`config.mk`:
```
export PLATFORM = sky130hd
export DESIGN_NAME = irq_stim_gen
export DESIGN_NICKNAME = d
export VERILOG_FILES = /design/src/rtl/irq_stim_gen.sv
export SDC_FILE = /design/constraint.sdc
export NUM_CORES = 1
export LEC_CHECK = 0
export CORE_ASPECT_RATIO = 0.6
export CORE_UTILIZATION = 61
export DETAILED_ROUTE_END_ITERATION = 10
export PLACE_DENSITY = 0.88
export SLEW_MARGIN = 15
export SYNTH_ARGS = -nofsm -noshare
export SYNTH_HDL_FRONTEND = slang
export SYNTH_SLANG_ARGS = --single-unit
```
`constraint.sdc`:
```
create_clock -name clk_i -period 3.3 [get_ports clk_i]
set_clock_uncertainty 0.05 [all_clocks]
set_input_delay 0.33 -clock clk_i [delete_from_list [all_inputs] [get_ports clk_i]]
set_output_delay 0.33 -clock clk_i [all_outputs]
set_load 0.005 [all_outputs]
```
`src/rtl/irq_stim_gen.sv`:
```
// irq_stim_gen: core reset sequencer plus NUM_IRQ programmable periodic interrupts.
// Define IRQ_STIM_MISS_CNT_EN to add per-channel missed-interrupt counters (miss_cnt_o).
`timescale 1ns/1ps
module irq_stim_gen #(
    parameter int NUM_IRQ    = 3,
    parameter int RST_CYCLES = 10,
    parameter int RUN_CYCLES = 10000,
    parameter int CNT_W      = 32,
    localparam int CH_W      = (NUM_IRQ > 1) ? $clog2(NUM_IRQ) : 1
) (
    input  logic               clk_i,
    input  logic               rstn_i,
    input  logic               cfg_we_i,
    input  logic [CH_W-1:0]    cfg_ch_i,
    input  logic [CNT_W-1:0]   cfg_period_i,
    input  logic               cfg_level_i,
    input  logic [NUM_IRQ-1:0] irq_ack_i,
    output logic               core_rstn_o,
    output logic [NUM_IRQ-1:0] irq_o,
    output logic               run_o,
    output logic               done_o,
`ifdef IRQ_STIM_MISS_CNT_EN
    output logic [8*NUM_IRQ-1:0] miss_cnt_o,
    output logic [CNT_W-1:0]     cycle_cnt_o
`else
    output logic [CNT_W-1:0]     cycle_cnt_o
`endif
);

    typedef enum logic [1:0] {
        S_HOLD,
        S_RUN,
        S_DONE
    } state_e;

    localparam logic [CNT_W-1:0] ONE      = CNT_W'(1);
    localparam logic [CNT_W-1:0] RST_LAST = CNT_W'(RST_CYCLES - 1);
    localparam logic [CNT_W-1:0] RUN_LAST = CNT_W'(RUN_CYCLES - 1);
    localparam logic [CNT_W-1:0] RUN_END  = CNT_W'(RUN_CYCLES);

    state_e             state_q, state_d;
    logic [CNT_W-1:0]   hold_cnt_q, hold_cnt_d;
    logic [CNT_W-1:0]   cyc_q, cyc_d;
    logic               core_rstn_q, core_rstn_d;
    logic               run_q, run_d;
    logic               done_q, done_d;

    logic [CNT_W-1:0]   period_q [NUM_IRQ];
    logic [CNT_W-1:0]   period_d [NUM_IRQ];
    logic [CNT_W-1:0]   ch_cnt_q [NUM_IRQ];
    logic [CNT_W-1:0]   ch_cnt_d [NUM_IRQ];
    logic [NUM_IRQ-1:0] level_q, level_d;
    logic [NUM_IRQ-1:0] pend_q, pend_d;
    logic [NUM_IRQ-1:0] irq_q, irq_d;
    logic [NUM_IRQ-1:0] wr_sel;
    logic [NUM_IRQ-1:0] fire;
    logic               enter_run;

    always_comb begin
        state_d    = state_q;
        hold_cnt_d = hold_cnt_q;
        cyc_d      = cyc_q;
        unique case (state_q)
            S_HOLD: begin
                if ((RST_CYCLES == 0) || (hold_cnt_q == RST_LAST)) begin
                    state_d = S_RUN;
                end else begin
                    hold_cnt_d = hold_cnt_q + ONE;
                end
            end
            S_RUN: begin
                if ((RUN_CYCLES != 0) && (cyc_q == RUN_LAST)) begin
                    state_d = S_DONE;
                    cyc_d   = RUN_END;
                end else begin
                    cyc_d = cyc_q + ONE;
                end
            end
            S_DONE: begin
                state_d = S_DONE;
            end
            default: begin
                state_d = S_HOLD;
            end
        endcase
        enter_run   = (state_q == S_HOLD) && (state_d == S_RUN);
        core_rstn_d = (state_d != S_HOLD);
        run_d       = (state_d == S_RUN);
        done_d      = (state_d == S_DONE);
    end

    // Channels out of range of NUM_IRQ never match, so their writes vanish.
    always_comb begin
        for (int i = 0; i < NUM_IRQ; i++) begin
            wr_sel[i] = cfg_we_i && (cfg_ch_i == CH_W'(i));
            fire[i]   = (state_q == S_RUN) && (period_q[i] != '0)
                        && (ch_cnt_q[i] == '0);
        end
    end

    always_comb begin
        for (int i = 0; i < NUM_IRQ; i++) begin
            period_d[i] = period_q[i];
            level_d[i]  = level_q[i];
            ch_cnt_d[i] = ch_cnt_q[i];
            pend_d[i]   = pend_q[i];
            irq_d[i]    = 1'b0;
            if (wr_sel[i]) begin
                period_d[i] = cfg_period_i;
                level_d[i]  = cfg_level_i;
                ch_cnt_d[i] = cfg_period_i - ONE;
                pend_d[i]   = 1'b0;
            end else if (enter_run) begin
                ch_cnt_d[i] = period_q[i] - ONE;
            end else if (state_q == S_RUN) begin
                if (period_q[i] == '0) begin
                    pend_d[i] = 1'b0;
                end else begin
                    ch_cnt_d[i] = fire[i] ? (period_q[i] - ONE)
                                          : (ch_cnt_q[i] - ONE);
                    if (level_q[i]) begin
                        pend_d[i] = fire[i] | (pend_q[i] & ~irq_ack_i[i]);
                    end
                    irq_d[i] = level_q[i] ? pend_d[i] : fire[i];
                end
            end
            // A fire on the last RUN cycle must not leak into DONE.
            if (state_d != S_RUN) begin
                pend_d[i] = 1'b0;
                irq_d[i]  = 1'b0;
            end
        end
    end

    always_ff @(posedge clk_i) begin
        if (!rstn_i) begin
            state_q     <= S_HOLD;
            hold_cnt_q  <= '0;
            cyc_q       <= '0;
            core_rstn_q <= 1'b0;
            run_q       <= 1'b0;
            done_q      <= 1'b0;
            period_q    <= '{default: '0};
            ch_cnt_q    <= '{default: '0};
            level_q     <= '0;
            pend_q      <= '0;
            irq_q       <= '0;
        end else begin
            state_q     <= state_d;
            hold_cnt_q  <= hold_cnt_d;
            cyc_q       <= cyc_d;
            core_rstn_q <= core_rstn_d;
            run_q       <= run_d;
            done_q      <= done_d;
            period_q    <= period_d;
            ch_cnt_q    <= ch_cnt_d;
            level_q     <= level_d;
            pend_q      <= pend_d;
            irq_q       <= irq_d;
        end
    end

    assign core_rstn_o = core_rstn_q;
    assign run_o       = run_q;
    assign done_o      = done_q;
    assign irq_o       = irq_q;
    assign cycle_cnt_o = cyc_q;

`ifdef IRQ_STIM_MISS_CNT_EN
    logic [7:0] miss_q [NUM_IRQ];
    logic [7:0] miss_d [NUM_IRQ];

    always_comb begin
        for (int i = 0; i < NUM_IRQ; i++) begin
            miss_d[i] = miss_q[i];
            if (wr_sel[i]) begin
                miss_d[i] = '0;
            end else if (fire[i] && level_q[i] && pend_q[i]
                         && !irq_ack_i[i] && (miss_q[i] != 8'hff)) begin
                miss_d[i] = miss_q[i] + 8'd1;
            end
        end
    end

    always_ff @(posedge clk_i) begin
        if (!rstn_i) begin
            miss_q <= '{default: '0};
        end else begin
            miss_q <= miss_d;
        end
    end

    for (genvar g = 0; g < NUM_IRQ; g++) begin : g_miss
        assign miss_cnt_o[8*g +: 8] = miss_q[g];
    end
`endif

endmodule

```
==> CHANGELOG.md <==
## Implementation

* Net Switching at 2.79 mW
* Hold Vio Cnt, Final at 0
* Worst path required time at 3.69 ns
* WL per Instance at 22.4 um
* Syn Nets at 2176
* YS chip area at 16000 um^2
* Synth cell types at 75
* Max-cap violations at 0
* Number of global-route vias before repair at 15585
* Power share of the sequential group at 38.6%
* Setup repair bufs after CTS at 0
* Post_cts resized at 0
* Max power group: registers
* Slew margin rel. at 36.9%
* CTS Sinks at 270
* Endpoints failing setup at 0
* Crit Path Class: reg -> reg
* Top FF cell, synth: dfxtp_1
* XOR Share, Synth at 12.6%
* Crit path max fanout at 14
* First-pass GRT wire length at 88500 um
* Seq cells post-synth at 270
* Post-synth EDFFs at 0
* Leakage power at 7.02 nW
* Initial antenna violation count at 1
* Yosys top cell by instances: nand2_1
* Status: complete, no violations
* Slack of the critical path at 0.137 ns
* Log Warnings at 33
* M3 GR Usage at 18.8%
* DR vias at 17247
* Non-filler cells, final at 2603
* Leading area contributor after synthesis: dfxtp_1
* AND/OR/NAND/NOR Cells, Area Fraction at 30.1%
* P_comb at 2.09 mW
* Fin. max-slew vios at 0
* Sequential group power at 3.51 mW
* Port bufs at 78
* Largest net degree at the start of global routing at 80
* Max Freq at 0.316 GHz
* Rows at 45
* Critical Path Sink Type: flip-flop
* Top cells by count, synth: nand2_1 (345), dfxtp_1 (270), nor2_1 (198), a21oi_1 (158), xnor2_1 (128)
* Nets at 2289
* GR Util met1 at 59.2%
* Sw frac at 30.7%
* CTS max path bufs at 3
layout make-up:
| type | count | area, um^2 |
|---|---|---|
| clock buffers | 37 | 753 |
| well taps | 352 | 440 |
| repair buffers | 214 | 1900 |
| flip-flops and latches | 270 | 5410 |
| multi-input cells | 1683 | 9950 |
| fillers | 1988 | 6690 |
| inverters | 37 | 141 |
| clock inverters | 10 | 228 |
cell families after synthesis:
logic type,after synthesis
simple gates,992
compound gates,425
flops,270
xor+xnor,230
buf+inv,166
mux,20
fa+ha+maj,16
flip-flops by register name, indices dropped and copies added, names as in the netlist:
register and cells:
hold_cnt_q 32, core_rstn_o 1, state_q 2, run_o 1, period_q 96, cycle_cnt_o 32
level_q 3, done_o 1, pend_q 3, irq_o 3, ch_cnt_q 96
worst paths after layout:
kind | end | slack [ns] | depth (start not counted) | start
setup / recovery | ch_cnt_q[82] | 0.14 | 8 | period_q[90]
hold / removal | hold_cnt_q[21] | 0.15 | 2 | rstn_i
setup reg to reg | ch_cnt_q[82] | 0.14 | 8 | period_q[90]
hold reg to reg | period_q[92] | 0.44 | 2 | period_q[92]
cells in the final DEF, fill, tap and decap left out, drive strengths merged, types with 6 or more instances in the layout:
master / instances
a211oi: 35
a21oi: 158
a31oi: 19
and2: 12
and3: 11
and4: 6
buf: 137
bufinv: 7
clkbuf: 37
clkdlybuf4s50: 77
dfxtp: 270
ha: 16
inv: 37
mux2i: 18
nand2: 345
nand2b: 15
nand3: 67
nand3b: 8
nand4: 31
nor2: 199
nor3: 101
nor3b: 10
nor4: 83
nor4b: 12
o211ai: 24
o21a: 10
o21ai: 93
o221a: 17
o22ai: 16
o311a: 6
o31ai: 12
or2: 7
or3: 38
or4: 30
xnor2: 128
xor2: 102
==> images/placement_by_type.png <==
Drawn at 2 px/um. Fill, decap, tap and diode cells in gray.
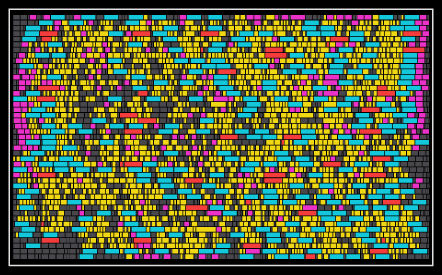
- combinational and other logic: yellow (cells 1720)
- remaining buffers and delay cells: magenta (cells 214)
- clock drivers and dummy loads: red (cells 47)
- sequential cells: cyan (cells 270)

==> images/clocks.png <==
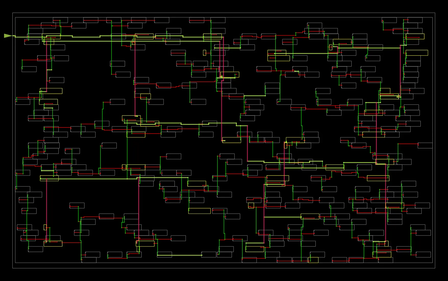
Power Clock: 3.50 mW
Worst-Skew Late Latency: 0.56 ns

==> images/clk_routes.png <==
Drawn at 3 px/um.
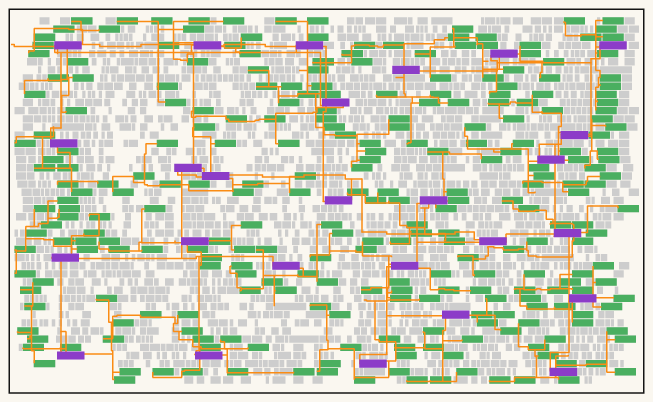
- clock drivers: purple (count 26)
- clock wires: orange (length 3480 um)
- flip-flops: green (count 270)
- routed clock nets: 27
- flops lie: all over the die

==> images/io_fan.png <==
Drawn at 2 px/um.
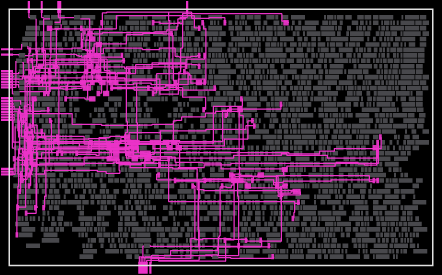
- `cfg_period_i`: magenta (bits 32; direction input; edge 21 left, 6 bottom, 5 top; end cells 161; buffers 57; wire 6280 um)

==> images/layer_met2.png <==
Drawn at 3 px/um.
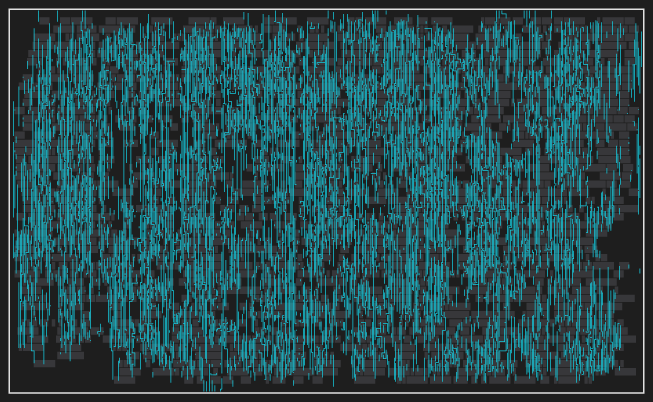
- main direction: vertical
- share of all routed wire: 39%
- longest straight run: 54.1 um
- wire length on this layer: 22.7 mm
- nets with wire on the layer: 1884

No activity file was given, so power comes from the tool's default toggle rates.
